==> run_1/clk_routes.png <==
(4 px per um)
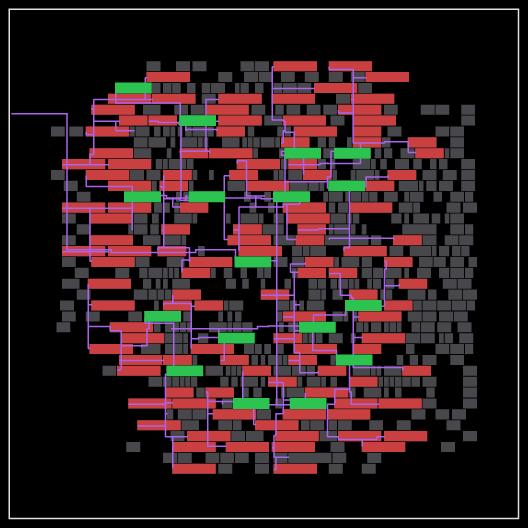
==> run_1/layer_met3.png <==
(3 px per um) Cells faint in the background.
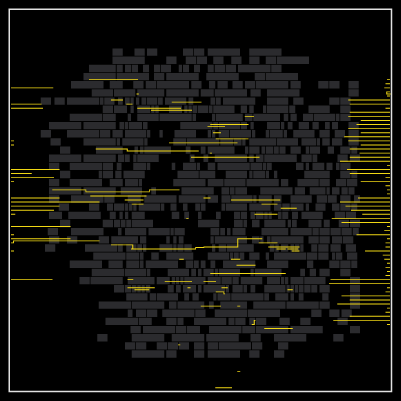
==> run_1/placement_by_type.png <==
(2 px per um)
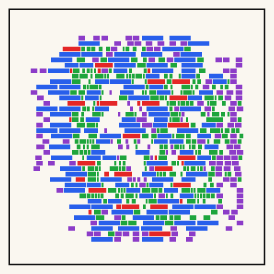
==> run_1/io_fan.png <==
(4 px per um)
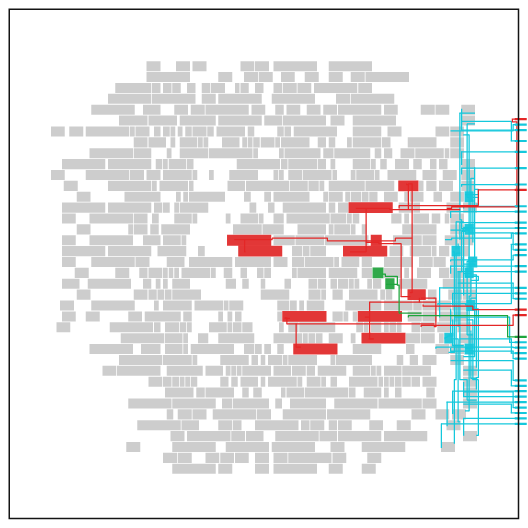
File: src/rtl/alu_pkg.sv
// Shared shift-ALU definitions: opcode encodings and flag-register bit positions.
package alu_pkg;

  localparam logic [3:0] OP_SHL = 4'b0000;
  localparam logic [3:0] OP_SHR = 4'b0001;
  localparam logic [3:0] OP_SAR = 4'b0010;
  localparam logic [3:0] OP_SAL = 4'b0011;

  // Flag register is ordered {N,Z,C,V}.
  localparam int unsigned FLAG_V = 0;
  localparam int unsigned FLAG_C = 1;
  localparam int unsigned FLAG_Z = 2;
  localparam int unsigned FLAG_N = 3;

  function automatic logic op_is_valid(input logic [3:0] op);
    return (op == OP_SHL) || (op == OP_SHR) || (op == OP_SAR) || (op == OP_SAL);
  endfunction

endpackage

File: src/rtl/alu_wb_fifo.sv
// Writeback output buffer: FIFO with power-of-two depth; head output holds the last popped
// value while empty.
module alu_wb_fifo #(
  parameter int unsigned WIDTH = 36,
  parameter int unsigned DEPTH = 2
) (
  input  logic             clk_i,
  input  logic             rst_i,
  input  logic             push_i,
  input  logic [WIDTH-1:0] data_i,
  input  logic             pop_i,
  output logic             full_o,
  output logic             valid_o,
  output logic [WIDTH-1:0] data_o
);

  localparam int unsigned AW = $clog2(DEPTH);

  logic [WIDTH-1:0] mem_q [DEPTH];
  logic [AW-1:0]    wptr_q, rptr_q;
  logic [AW:0]      count_q;
  logic [WIDTH-1:0] last_q;
  logic             push, pop;

  assign valid_o = (count_q != '0);
  assign full_o  = (count_q == (AW+1)'(DEPTH));
  assign pop     = pop_i && valid_o;
  assign push    = push_i && (!full_o || pop);
  assign data_o  = valid_o ? mem_q[rptr_q] : last_q;

  always_ff @(posedge clk_i) begin
    if (push) begin
      mem_q[wptr_q] <= data_i;
    end
  end

  always_ff @(posedge clk_i) begin
    if (rst_i) begin
      wptr_q  <= '0;
      rptr_q  <= '0;
      count_q <= '0;
      last_q  <= '0;
    end else begin
      if (push) begin
        wptr_q <= wptr_q + 1'b1;
      end
      if (pop) begin
        rptr_q <= rptr_q + 1'b1;
        last_q <= mem_q[rptr_q];
      end
      unique case ({push, pop})
        2'b10:   count_q <= count_q + 1'b1;
        2'b01:   count_q <= count_q - 1'b1;
        default: count_q <= count_q;
      endcase
    end
  end

endmodule

File: src/rtl/alu_shift_wb.sv
// Shift-ALU writeback stage: buffers results through alu_wb_fifo and maintains the
// architectural {N,Z,C,V} flags, sticky overflow and invalid-opcode pulse.
module alu_shift_wb
  import alu_pkg::*;
#(
  parameter int unsigned WIDTH = 32,
  parameter int unsigned DEPTH = 2
) (
  input  logic             clk,
  input  logic             rst,
  input  logic             in_valid,
  output logic             in_ready,
  input  logic [3:0]       in_op,
  input  logic [WIDTH-1:0] in_shamt,
  input  logic [WIDTH-1:0] in_result,
  input  logic             in_c,
  input  logic             in_v,
  input  logic             in_z,
  input  logic             in_n,
  input  logic             flag_clr,
  output logic             out_valid,
  input  logic             out_ready,
  output logic [WIDTH-1:0] out_result,
  output logic [3:0]       out_op,
  output logic [3:0]       flags,
  output logic             sticky_v,
  output logic             op_err
);

  logic             fifo_full, fifo_valid;
  logic [WIDTH+3:0] fifo_data;
  logic             accept, pop, op_ok;
  logic [3:0]       flags_q, flags_d;
  logic             sticky_q, sticky_d;
  logic             op_err_q, op_err_d;

  assign pop      = out_valid && out_ready;
  assign in_ready = !rst && (!fifo_full || pop);
  assign accept   = in_valid && in_ready;
  assign op_ok    = op_is_valid(in_op);

  alu_wb_fifo #(
    .WIDTH (WIDTH + 4),
    .DEPTH (DEPTH)
  ) u_fifo (
    .clk_i   (clk),
    .rst_i   (rst),
    .push_i  (accept),
    .data_i  ({in_op, in_result}),
    .pop_i   (pop),
    .full_o  (fifo_full),
    .valid_o (fifo_valid),
    .data_o  (fifo_data)
  );

  always_comb begin
    flags_d  = flags_q;
    sticky_d = sticky_q;
    op_err_d = accept && !op_ok;
    if (accept && op_ok) begin
      flags_d[FLAG_N] = in_n;
      flags_d[FLAG_Z] = in_z;
      flags_d[FLAG_V] = in_v;
      if (in_op == OP_SAL) begin
        flags_d[FLAG_C] = 1'b0;
      end else if (in_shamt != '0) begin
        flags_d[FLAG_C] = in_c;
      end
    end
    // Set has priority over a simultaneous clear.
    if (accept && op_ok && in_v) begin
      sticky_d = 1'b1;
    end else if (flag_clr) begin
      sticky_d = 1'b0;
    end
  end

  always_ff @(posedge clk) begin
    if (rst) begin
      flags_q  <= '0;
      sticky_q <= 1'b0;
      op_err_q <= 1'b0;
    end else begin
      flags_q  <= flags_d;
      sticky_q <= sticky_d;
      op_err_q <= op_err_d;
    end
  end

  // Outputs are forced to zero while rst is high, even before the first reset edge.
  assign out_valid  = fifo_valid && !rst;
  assign out_result = rst ? '0 : fifo_data[WIDTH-1:0];
  assign out_op     = rst ? '0 : fifo_data[WIDTH+3:WIDTH];
  assign flags      = rst ? '0 : flags_q;
  assign sticky_v   = sticky_q && !rst;
  assign op_err     = op_err_q && !rst;

endmodule

File: config.mk
export PLATFORM = sky130hd
export DESIGN_NAME = alu_shift_wb
export DESIGN_NICKNAME = d
export VERILOG_FILES = /design/src/rtl/alu_pkg.sv /design/src/rtl/alu_wb_fifo.sv /design/src/rtl/alu_shift_wb.sv
export SDC_FILE = /design/constraint.sdc
export NUM_CORES = 1
export LEC_CHECK = 0
export CAP_MARGIN = 20
export CORE_MARGIN = 10
export CORE_UTILIZATION = 45
export DETAILED_ROUTE_END_ITERATION = 12
export GPL_TIMING_DRIVEN = 0
export PLACE_DENSITY = 0.84
export SETUP_SLACK_MARGIN = 0.3
export SKIP_LAST_GASP = 1
export SLEW_MARGIN = 25
export SYNTH_ARGS = -nofsm -noshare
export SYNTH_HDL_FRONTEND = slang
export SYNTH_HIERARCHICAL = 1
export SYNTH_SLANG_ARGS = --single-unit
File: constraint.sdc
create_clock -name clk -period 3.5 [get_ports clk]
set_input_delay 0.525 -clock clk [delete_from_list [all_inputs] [get_ports clk]]
set_output_delay 0.525 -clock clk [all_outputs]
set_load 0.02 [all_outputs]
==> run summary, run 1 <==
Implementation numbers.

- The critical path startpoint category is a flip-flop.
- The hold path endpoint is sticky_q$_SDFFE_PP0P_.
- Summed over all combinational cells, the power is 0.000534 W.
- The synthesis report names the predominant flop master as edfxtp_1.
- The final hold slack is 0.474 ns.
- After synthesis, the cell types taking the most area are edfxtp_1 (42%), dfxtp_1 (18%), mux2i_1 (7.4%), a211oi_2 (7.3%), nor2_1 (6.0%).
- The post-detailed-route DRC marker count is 0.
- For the final database, setup skew stands at 0.00618 ns.
- The vertical die dimension reported for this design is 127 um.
- The sum of overflow across all layers after global routing is 0.
- Yosys reports the multiplexer fraction of the synthesized area as 7.61%.
- The run finished with clean final reports.
- Global routing used 6.58% of the available met3 tracks.
- In this run, post-CTS repair resized a total of 2 instances.
- In the Yosys stats the netlist draws on 40 distinct library cells.
- The slew at the pin closest to its max-slew limit is 0.794 ns.
- By instance count, the leading cell after synthesis is nor2_1.
- In the global route stage, met2 resource usage came out at 29.1%.
- The final critical-path required period is 3.07 ns.
- From synthesis to final layout, the design area changed by 38.7%.
- The register with the most flip-flops in the layout has 72 of them.
- The row count is 38.
- The launch instance of the worst register-to-register path is u_fifo/count_q[0]$_SDFFE_PP0P_.
- The power report lists the sequential group at 0.00156 W.
- After clock tree synthesis, the setup repair step added 0 buffers.
- The area taken by multi-input combinational cells is reported as 1890 sq um.
- The total length of routed met3 wires is 1170 um.
- The layout report lists the combined flip-flop and latch area as 3100 sq um.
- The worst VDD IR drop from the latest analysis is 289 uV.
- The number of logic gates is 274.
- The net total in the final layout is 646.
- The total of clock buffers placed in the layout is 22.
- The number of buffers and inverters on the critical path is 3.
- The warning tally printed by Yosys for this design is 6.
- The worst min-delay path class is reg2reg.
- There are 119 flip-flops and latches.
- The final report lists the setup-violating endpoint count as 0.
- The peak fanout along the critical path is 23.
- The top cell type in the final layout, fill and taps aside, is clkdlybuf4s50_1.
- The hold-fix buffer count after cts is 0.
- The via count of the first global-routing pass is 4214.
- Sequential cells burn 41.9% of the power.
- The switching component of the power was reported as 0.000870 W.
- The number of well taps is 140.
- The largest net degree at the start of global routing is 24.
- The plain and repair buffers instantiated in the layout total 152.
- STA on the placed design reports a worst setup slack of 0.0239 ns.
- The tool flagged a number of max-cap violations equal to 0.
## Picture notes: clk_routes.png
[clock wires] purple | length: 1320 um
[clock drivers] green | count: 17
[flip-flops] red | count: 119
routed clock nets: 18

## Picture notes: layer_met3.png
wire length on this layer: 1170 um
longest straight run: 29.2 um
share of all routed wire: 8.5%
nets with wire on the layer: 114
main direction: horizontal

## Picture notes: placement_by_type.png
| class | color | cells |
|---|---|---|
| combinational and other logic | green | 278 |
| flops | blue | 119 |
| other buffers and delay cells | purple | 152 |
| clock drivers and dummy loads | red | 32 |

## Picture notes: io_fan.png
| port | color | bits | direction | edge | end cells | wire |
|---|---|---|---|---|---|---|
| out_ready | green | 1 | input | right | 2 | 54.7 um |
| in_op | red | 4 | input | right | 11 | 366 um |
| in_shamt | cyan | 32 | input | right | 8 | 1150 um |

## Run 2: what changed since run 1
- ABC_CLOCK_PERIOD_IN_PS: unset -> 3500
- CORE_UTILIZATION: 45 -> 44
- SYNTH_HIERARCHICAL: 1 -> unset
==> run_2/clk_routes.png <==
(4 px per um)
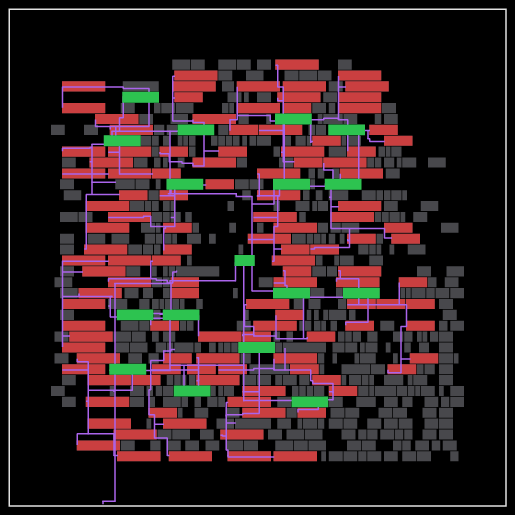
clock network fraction of total power: 44.0%
clock latency at the later pin of the worst-skew pair: 0.52 ns
final worst clock skew: 0.00629 ns
power of the clock network: 0.00176 W

==> run summary, run 2 <==
Implementation numbers.

- Outcome: finished clean (unchanged).
- The final hold slack was 0.475 ns (was 0.474 ns).
- Commonest cells in the netlist: edfxtp_1 (72), dfxtp_1 (47), nor2_1 (47) (was nor2_1 (82), edfxtp_1 (72), dfxtp_1 (47)).
- The post-synthesis mux area share is 8.02% (was 7.61%).
- The total power consumption of the routed design was 0.00401 W (was 0.00371 W).
- The overall die height is 124 um (was 127 um).
- The flip-flop count of the largest register after layout came to 72 (unchanged).
- The total setup violations reported at the end of the flow was 0 (unchanged).
- The non-clock buffer total of the final layout is 151 (was 152).
- The critical path startpoint category is a flip-flop (unchanged).
- The total length of routed met3 wires is 888 um (was 1170 um).
- The number of sequential cells in the layout is 119 (unchanged).
- The footprint of the multi-input gates is 1510 sq um (was 1890 sq um).
- The slew at the pin closest to its max-slew limit came to 0.620 ns (was 0.794 ns).
- The yosys synthesis warning count came to 0 (was 6).
- The sum of overflow across all layers after global routing came to 0 (unchanged).
- The power in combinational cells is 0.000651 W (was 0.000534 W).
- The post-detailed-route DRC marker count is 0 (unchanged).
- The register area was 3100 sq um (unchanged).
- The area of all placed cells without fillers is 6880 sq um (was 7130 sq um).
- The worst min-delay path class is reg2reg (unchanged).
- The launch instance of the worst register-to-register path was u_fifo.count_q[0]$_SDFFE_PP0P_ (was u_fifo/count_q[0]$_SDFFE_PP0P_).
- The number of buffers inserted to repair setup after CTS is 0 (unchanged).
- The post-synthesis simple-gate area fraction is 12.2% (was 14.7%).
- The number of buffers and inverters on the critical path came to 3 (unchanged).
- The worst setup timing slack at the placement stage came to 0.0277 ns (was 0.0239 ns).
- The final critical-path required period is 3.10 ns (was 3.07 ns).
- The largest net degree at the start of global routing is 27 (was 24).
- The synthesis-to-layout area growth is 45.0% (was 38.7%).
- The number of logic gates is 236 (was 274).
- The total of clock buffers placed in the layout is 26 (was 22).
- The sequential cell power is 0.00159 W (was 0.00156 W).
- The net switching power of the design is 0.000968 W (was 0.000870 W).
- The top logic cell by instance count in the layout was clkdlybuf4s50_1 (unchanged).
- The net total in the final layout was 607 (was 646).
- The hold path endpoint is u_fifo.last_q[25]$_SDFFE_PP0P_ (was sticky_q$_SDFFE_PP0P_).
- The peak fanout along the critical path is 10 (was 23).
- The most instantiated library cell after synthesis is edfxtp_1 (was nor2_1).
- The tally of max-capacitance violations is 0 (unchanged).
- The hold-fix buffer count after cts is 0 (unchanged).
- The number of well taps is 136 (was 140).
- The I/O pin count was 121 (unchanged).
- The via count of the first global-routing pass is 3883 (was 4214).
- The met3 track demand over resource in global routing is 6.56% (was 6.58%).
- The switching share of total power is 24.1% (was 23.4%).
- The proportion of power drawn by flip-flops and latches is 39.8% (was 41.9%).
- The fraction of standard cell area in multi-input logic was 21.9% (was 26.4%).
- The weighted congestion at the end of routability-driven global placement is 0.805 (was 0.804).
- The post-cts repair resize count was 3 (was 2).
- The flip-flop cell with the highest count after synthesis is edfxtp_1 (unchanged).
==> run_2/io_fan.png <==
(4 px per um)
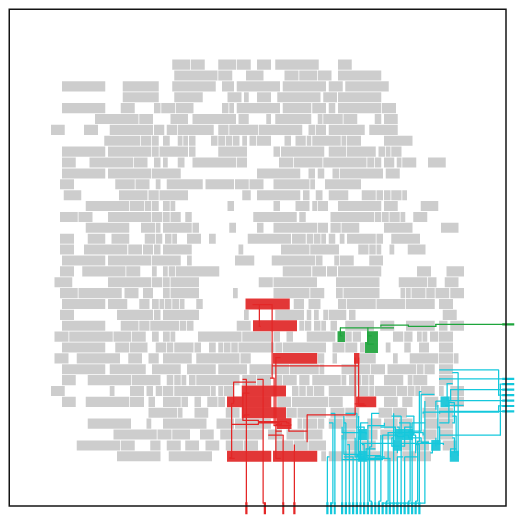
| port | color | bits | direction | edge | end cells | wire |
|---|---|---|---|---|---|---|
| in_op | red | 4 | input | bottom | 11 | 316 um |
| out_ready | green | 1 | input | right | 3 | 54.1 um |
| in_shamt | cyan | 32 | input | 25 bottom, 7 right | 8 | 888 um |

## Run 3: what changed since run 2
- CAP_MARGIN: 20 -> unset
==> run_3/placement_by_type.png <==
(2 px per um)
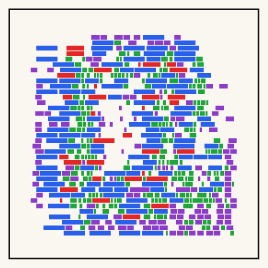
| class | color | cells |
|---|---|---|
| clock drivers and dummy loads | red | 32 |
| flops | blue | 119 |
| combinational and other logic | green | 240 |
| other buffers and delay cells | purple | 151 |

==> run summary, run 3 <==
Implementation numbers.

- The non-clock buffer total of the final layout came to 151 (unchanged).
- The synthesis-to-layout area growth came to 45.0% (unchanged).
- The total setup violations reported at the end of the flow was 0 (unchanged).
- The I/O pin count came to 121 (unchanged).
- The yosys synthesis warning count is 0 (unchanged).
- The final critical-path required period is 3.10 ns (unchanged).
- The largest net degree at the start of global routing is 27 (unchanged).
- The worst setup timing slack at the placement stage is 0.0277 ns (unchanged).
- The hold path endpoint is u_fifo.last_q[25]$_SDFFE_PP0P_ (unchanged).
- The peak fanout along the critical path is 10 (unchanged).
- The post-detailed-route DRC marker count is 0 (unchanged).
- The total of clock buffers placed in the layout is 26 (unchanged).
- The area of all placed cells without fillers is 6880 sq um (unchanged).
- The tally of unique sky130hd cells used after synthesis came to 34 (unchanged).
- The number of buffers inserted to repair setup after CTS is 0 (unchanged).
- The latest clock arrival within the worst-skew pair is 0.52 ns (about the same).
- The switching share of total power is 24.1% (unchanged).
- Outcome: finished clean (unchanged).
- The post-synthesis simple-gate area fraction is 12.2% (unchanged).
- The flip-flop cell with the highest count after synthesis is edfxtp_1 (unchanged).
- The total power consumption of the routed design is 0.00401 W (unchanged).
- Top post-synthesis cells by area: edfxtp_1 (46%), dfxtp_1 (20%), mux2i_1 (8.0%), a211oi_1 (5.7%), nand3_1 (4.1%) (unchanged).
- The part of the total power dissipated in the clock network is 44.0% (about the same).
- The top logic cell by instance count in the layout is clkdlybuf4s50_1 (unchanged).
- The footprint of the multi-input gates is 1510 sq um (unchanged).
- The post-synthesis mux area share is 8.02% (unchanged).
- The worst supply voltage drop on vdd is 305 uV (unchanged).
- The via count of the first global-routing pass is 3883 (unchanged).
==> run_3/clk_routes.png <==
(4 px per um)
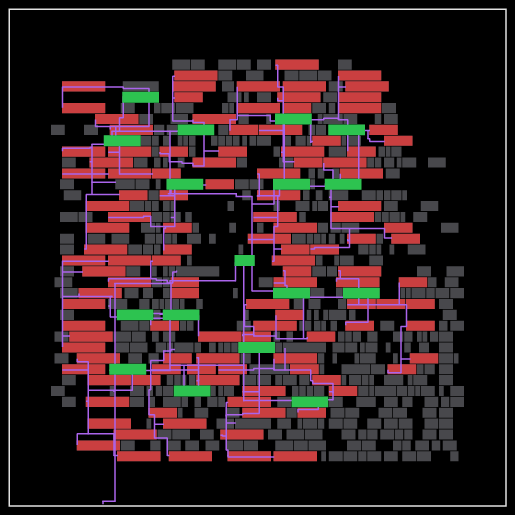
[flip-flops] red | count: 119
[clock drivers] green | count: 17
[clock wires] purple | length: 1370 um
routed clock nets: 18

Power is estimated from default activity; no workload was simulated.
